Figure 1. Routed metal, one colour a layer.
Drawn at 2 px/µm. Only two layers are drawn.
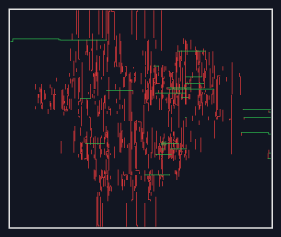
Figure 2. Nets reached from selected ports.
Drawn at 2 px/µm.
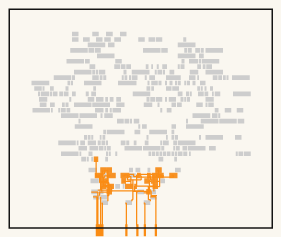
Figure 3. Cell outlines without signal wires.
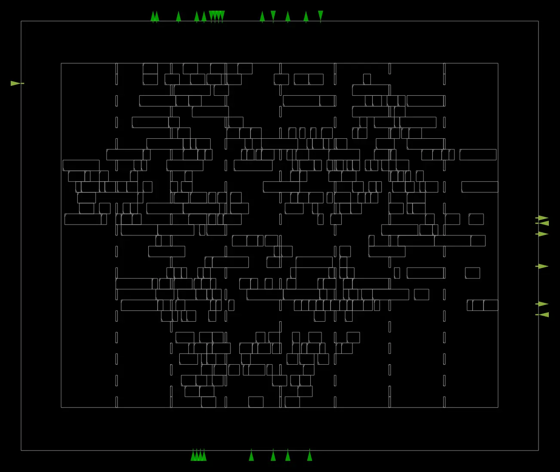
`config.mk`:
```
export PLATFORM = sky130hd
export DESIGN_NAME = lane_dist_ctrl_flat
export DESIGN_NICKNAME = d
export VERILOG_FILES = /design/src/rtl/lane_dist_ctrl_if.sv /design/src/rtl/lane_dist_ctrl.sv /design/src/flat_wrapper.sv
export SDC_FILE = /design/constraint.sdc
export NUM_CORES = 1
export LEC_CHECK = 0
export CORE_ASPECT_RATIO = 0.8
export CORE_MARGIN = 10
export CORE_UTILIZATION = 25
export DETAILED_ROUTE_END_ITERATION = 16
export PLACE_DENSITY = 0.39
export SETUP_SLACK_MARGIN = 0.05
export SLEW_MARGIN = 5
export SYNTH_ARGS = -nofsm -noshare
export SYNTH_HDL_FRONTEND = slang
export SYNTH_SLANG_ARGS = --single-unit
```
`constraint.sdc`:
```
create_clock -name clk -period 3.25 [get_ports clk]
set_clock_uncertainty 0.2 [all_clocks]
set_input_delay 0.4875 -clock clk [delete_from_list [all_inputs] [get_ports clk]]
set_output_delay 0.4875 -clock clk [all_outputs]
set_load 0.005 [all_outputs]
```
`src/rtl/lane_dist_ctrl_if.sv`:
```
// Control bundle between the lane scheduler and its requesters / distributer.
// master: ordered-set generator, transport path and link monitor side.
// slave : the scheduler (lane_dist_ctrl).
interface lane_dist_ctrl_if #(
   parameter int LEN_W = 8
);
   logic             link_up;
   logic             os_req;
   logic [3:0]       os_sel;
   logic [LEN_W-1:0] os_len;
   logic             os_gnt;
   logic             os_done;
   logic             os_abort;
   logic             os_err;
   logic             tl_req;
   logic             tl_gnt;
   logic [3:0]       d_sel;
   logic             enable_t;
   logic             enable_r;
   logic             busy;

   modport master (
      output link_up, os_req, os_sel, os_len, tl_req,
      input  os_gnt, os_done, os_abort, os_err, tl_gnt,
      input  d_sel, enable_t, enable_r, busy
   );

   modport slave (
      input  link_up, os_req, os_sel, os_len, tl_req,
      output os_gnt, os_done, os_abort, os_err, tl_gnt,
      output d_sel, enable_t, enable_r, busy
   );
endinterface

```
`src/rtl/lane_dist_ctrl.sv`:
```
// Lane distributer scheduler: shares the transmit lanes between the
// ordered-set generator and the transport data path, drains the tx pipeline
// between owners and gates the receive side on link state.
//
// state  | meaning
// -------+-----------------------------------------------------------------
// S_IDLE | lanes released, enable_t=0; arbitrates os_req / tl_req
// S_OS   | ordered set on the lanes for its latched length
// S_TL   | transport data on the lanes (d_sel=8)
// S_GAP  | tx pipeline drain, enable_t held, d_sel frozen, no grants
module lane_dist_ctrl #(
   parameter int LEN_W        = 8,
   parameter int GAP_CYCLES   = 2,
   parameter int TL_MAX_BURST = 64
) (
   input logic             clk,
   input logic             rst,
   lane_dist_ctrl_if.slave bus
);
   localparam int                 BURST_W    = $clog2(TL_MAX_BURST) + 1;
   localparam logic [3:0]         SEL_TL     = 4'h8;
   localparam logic [3:0]         GAP_LOAD   = 4'(GAP_CYCLES - 1);
   localparam logic [BURST_W-1:0] BURST_LAST = BURST_W'(TL_MAX_BURST - 1);
   localparam logic [BURST_W-1:0] BURST_SAT  = '1;

   typedef enum logic [1:0] {S_IDLE, S_OS, S_TL, S_GAP} state_t;

   state_t             state;
   logic               last_os;
   logic [LEN_W-1:0]   len_cnt;
   logic [BURST_W-1:0] burst_cnt;
   logic [3:0]         gap_cnt;

   logic [3:0] d_sel_q;
   logic       enable_t_q, enable_r_q, tl_gnt_q, busy_q;
   logic       os_gnt_q, os_done_q, os_abort_q, os_err_q;

   logic             os_valid;
   logic             os_bad;
   logic             os_wins;
   logic [LEN_W-1:0] len_load;

   // Request qualification and round-robin pick; len_load is remaining cycles after the first.
   always_comb begin
      os_valid = bus.os_req && (bus.os_sel != SEL_TL);
      os_bad   = bus.os_req && (bus.os_sel == SEL_TL);
      os_wins  = os_valid && !(bus.tl_req && last_os);
      len_load = (bus.os_len == '0) ? '0 : bus.os_len - LEN_W'(1);
   end

   // Scheduler FSM with all outputs registered.
   always_ff @(posedge clk or posedge rst) begin
      if (rst) begin
         state      <= S_IDLE;
         last_os    <= 1'b1;
         len_cnt    <= '0;
         burst_cnt  <= '0;
         gap_cnt    <= '0;
         d_sel_q    <= '0;
         enable_t_q <= 1'b0;
         enable_r_q <= 1'b0;
         tl_gnt_q   <= 1'b0;
         busy_q     <= 1'b0;
         os_gnt_q   <= 1'b0;
         os_done_q  <= 1'b0;
         os_abort_q <= 1'b0;
         os_err_q   <= 1'b0;
      end else begin
         enable_r_q <= bus.link_up;
         os_gnt_q   <= 1'b0;
         os_done_q  <= 1'b0;
         os_abort_q <= 1'b0;
         os_err_q   <= 1'b0;
         if (!bus.link_up) begin
            // link loss skips the drain gap: lanes are dead anyway
            os_abort_q <= (state == S_OS);
            state      <= S_IDLE;
            enable_t_q <= 1'b0;
            tl_gnt_q   <= 1'b0;
            d_sel_q    <= '0;
            busy_q     <= 1'b0;
            len_cnt    <= '0;
            burst_cnt  <= '0;
            gap_cnt    <= '0;
         end else begin
            case (state)
               S_IDLE: begin
                  os_err_q <= os_bad;
                  if (os_wins) begin
                     state      <= S_OS;
                     d_sel_q    <= bus.os_sel;
                     enable_t_q <= 1'b1;
                     busy_q     <= 1'b1;
                     os_gnt_q   <= 1'b1;
                     last_os    <= 1'b1;
                     len_cnt    <= len_load;
                     os_done_q  <= (len_load == '0);
                  end else if (bus.tl_req) begin
                     state      <= S_TL;
                     d_sel_q    <= SEL_TL;
                     enable_t_q <= 1'b1;
                     tl_gnt_q   <= 1'b1;
                     busy_q     <= 1'b1;
                     last_os    <= 1'b0;
                     burst_cnt  <= '0;
                  end
               end
               S_OS: begin
                  if (len_cnt == '0) begin
                     state   <= S_GAP;
                     gap_cnt <= GAP_LOAD;
                  end else begin
                     len_cnt   <= len_cnt - LEN_W'(1);
                     os_done_q <= (len_cnt == LEN_W'(1));
                  end
               end
               S_TL: begin
                  // >= rather than == so an OS request arriving after saturation still preempts
                  if (!bus.tl_req || (os_valid && (burst_cnt >= BURST_LAST))) begin
                     state    <= S_GAP;
                     tl_gnt_q <= 1'b0;
                     gap_cnt  <= GAP_LOAD;
                  end else if (burst_cnt != BURST_SAT) begin
                     burst_cnt <= burst_cnt + BURST_W'(1);
                  end
               end
               S_GAP: begin
                  if (gap_cnt == '0) begin
                     state      <= S_IDLE;
                     enable_t_q <= 1'b0;
                     d_sel_q    <= '0;
                     busy_q     <= 1'b0;
                  end else begin
                     gap_cnt <= gap_cnt - 4'd1;
                  end
               end
               default: state <= S_IDLE;
            endcase
         end
      end
   end

   assign bus.d_sel    = d_sel_q;
   assign bus.enable_t = enable_t_q;
   assign bus.enable_r = enable_r_q;
   assign bus.tl_gnt   = tl_gnt_q;
   assign bus.busy     = busy_q;
   assign bus.os_gnt   = os_gnt_q;
   assign bus.os_done  = os_done_q;
   assign bus.os_abort = os_abort_q;
   assign bus.os_err   = os_err_q;
endmodule

```
`src/flat_wrapper.sv`:
```
// flat-port wrapper written by rule: the top's interface ports become plain ports
module lane_dist_ctrl_flat 
#(
   parameter int LEN_W        = 8,
   parameter int GAP_CYCLES   = 2,
   parameter int TL_MAX_BURST = 64
)
  (clk, rst, bus_link_up, bus_os_req, bus_os_sel, bus_os_len, bus_tl_req, bus_os_gnt, bus_os_done, bus_os_abort, bus_os_err, bus_tl_gnt, bus_d_sel, bus_enable_t, bus_enable_r, bus_busy);
  lane_dist_ctrl_if #(.LEN_W(LEN_W)) bus_i ();
  input logic clk;
  input logic rst;
  input wire logic [$bits(bus_i.link_up)-1:0] bus_link_up;
  input wire logic [$bits(bus_i.os_req)-1:0] bus_os_req;
  input wire logic [$bits(bus_i.os_sel)-1:0] bus_os_sel;
  input wire logic [$bits(bus_i.os_len)-1:0] bus_os_len;
  input wire logic [$bits(bus_i.tl_req)-1:0] bus_tl_req;
  output wire logic [$bits(bus_i.os_gnt)-1:0] bus_os_gnt;
  output wire logic [$bits(bus_i.os_done)-1:0] bus_os_done;
  output wire logic [$bits(bus_i.os_abort)-1:0] bus_os_abort;
  output wire logic [$bits(bus_i.os_err)-1:0] bus_os_err;
  output wire logic [$bits(bus_i.tl_gnt)-1:0] bus_tl_gnt;
  output wire logic [$bits(bus_i.d_sel)-1:0] bus_d_sel;
  output wire logic [$bits(bus_i.enable_t)-1:0] bus_enable_t;
  output wire logic [$bits(bus_i.enable_r)-1:0] bus_enable_r;
  output wire logic [$bits(bus_i.busy)-1:0] bus_busy;
  assign bus_i.link_up = bus_link_up;
  assign bus_i.os_req = bus_os_req;
  assign bus_i.os_sel = bus_os_sel;
  assign bus_i.os_len = bus_os_len;
  assign bus_i.tl_req = bus_tl_req;
  assign bus_os_gnt = bus_i.os_gnt;
  assign bus_os_done = bus_i.os_done;
  assign bus_os_abort = bus_i.os_abort;
  assign bus_os_err = bus_i.os_err;
  assign bus_tl_gnt = bus_i.tl_gnt;
  assign bus_d_sel = bus_i.d_sel;
  assign bus_enable_t = bus_i.enable_t;
  assign bus_enable_r = bus_i.enable_r;
  assign bus_busy = bus_i.busy;
  lane_dist_ctrl #(.LEN_W(LEN_W), .GAP_CYCLES(GAP_CYCLES), .TL_MAX_BURST(TL_MAX_BURST)) u_core (.clk(clk), .rst(rst), .bus(bus_i));
endmodule
```
==> out/results.tsv <==
stage	metric	value	unit
yosys	flop_cell	dfrtp_1	
yosys	xor_share	0.01071	
finish	regArea	827.0	µm²
min_path	hold_depth	1	
yosys	ys_sh_adder	0.06122	
status	run_status	completed	
yosys	common_cells	dfrtp_1 (32), nor2_1 (25), nand2_1 (24), a21oi_1 (19)	
timing	relSlewSlack	0.4808	
finish	drive_gt1_frac	0.09615	
worst_setup_path	startpoint_type	flop	
yosys	yosysUniqueCellTypes	65	
yosys	synth_cells	279	
yosys	ys_sh_simple	0.2362	
finish	seq-cell-share	0.2777	
pwr	p_int	1.226	mW
yosys	synth.avg_cell_area	8.790	µm²
timing	rsz0062_at_grt	false	
finish	clk_share	0.04916	
worst_setup_path	crit_family	AND-OR/OR-AND gates	
finish	nonClockInverterCount	16	
min_path	hp-class	flop to flop	
die	die.size.y	108.6	µm
global_routing	grt_max_degree	34	
yosys	ys_chip_area	2452	µm²
pwr	pwr_density_cell	691.2	nW/µm²
finish	final_core_utilization	0.3099	
yosys	numSynthFlops	33	
finish	final_nets	340	
die	die_area	14200	µm²
finish	diodes	0	
finish	lay_top_cells	dfrtp_1 (32), clkdlybuf4s50_1 (28), nor2_1 (25), nand2_1 (24), a21oi_1 (19)	
finish	num-nonclk-buffers	40	
clock_network	holdBufCountCts	0	
pwr	peakVddDrop	0.0002257	V
die	die_w	130.7	µm
yosys	netlist_area	2452	µm²
clock_network	clk_path_buf_depth	2	
worst_setup_path	cp.arrival	2.65	ns
About Figure 1:
Key: green = M3 [wire length 249 µm]; red = M2 [wire length 2800 µm]
wire length per cell: 15.39 µm
DRT Wirelength: 6.634 mm
GRT Util Overall: 0.09885

About Figure 2:
Key: orange = bus_os_len [bits 8, direction input, edge bottom, end cells 28, buffers 10, wire 402 µm]
I/O Buffers: 28
Ports: 29

About Figure 3:
fin cells: 431
Core Box Area: 9609 µm²
floorplan row count: 32
# Taps: 119
fill count: 1011

[layer usage]
| layer | GRT usage | vias to the layer above |
|---|---|---|
| met5 | 0 | - |
| met3 | 0.02691 | 5 |
| met2 | 0.1359 | 41 |
| li1 | - | 1116 |
| met1 | 0.1467 | 1057 |
| met4 | 0.02456 | 0 |
[stage by stage]
step | instance area (µm²) | power (mW) | worst slack [ns]
finish | 2978 | 2.058 | 0.5788
detailed placement | 2831 | 1.581 | 0.3198
global placement | 2831 | 1.600 | 0.3437
CTS | 2978 | 2.072 | 0.6190
floorplan | 2452 | 1.300 | 0.9713
global route | 2978 | 2.253 | 0.3793
No activity file was given, so power comes from the tool's default toggle rates.
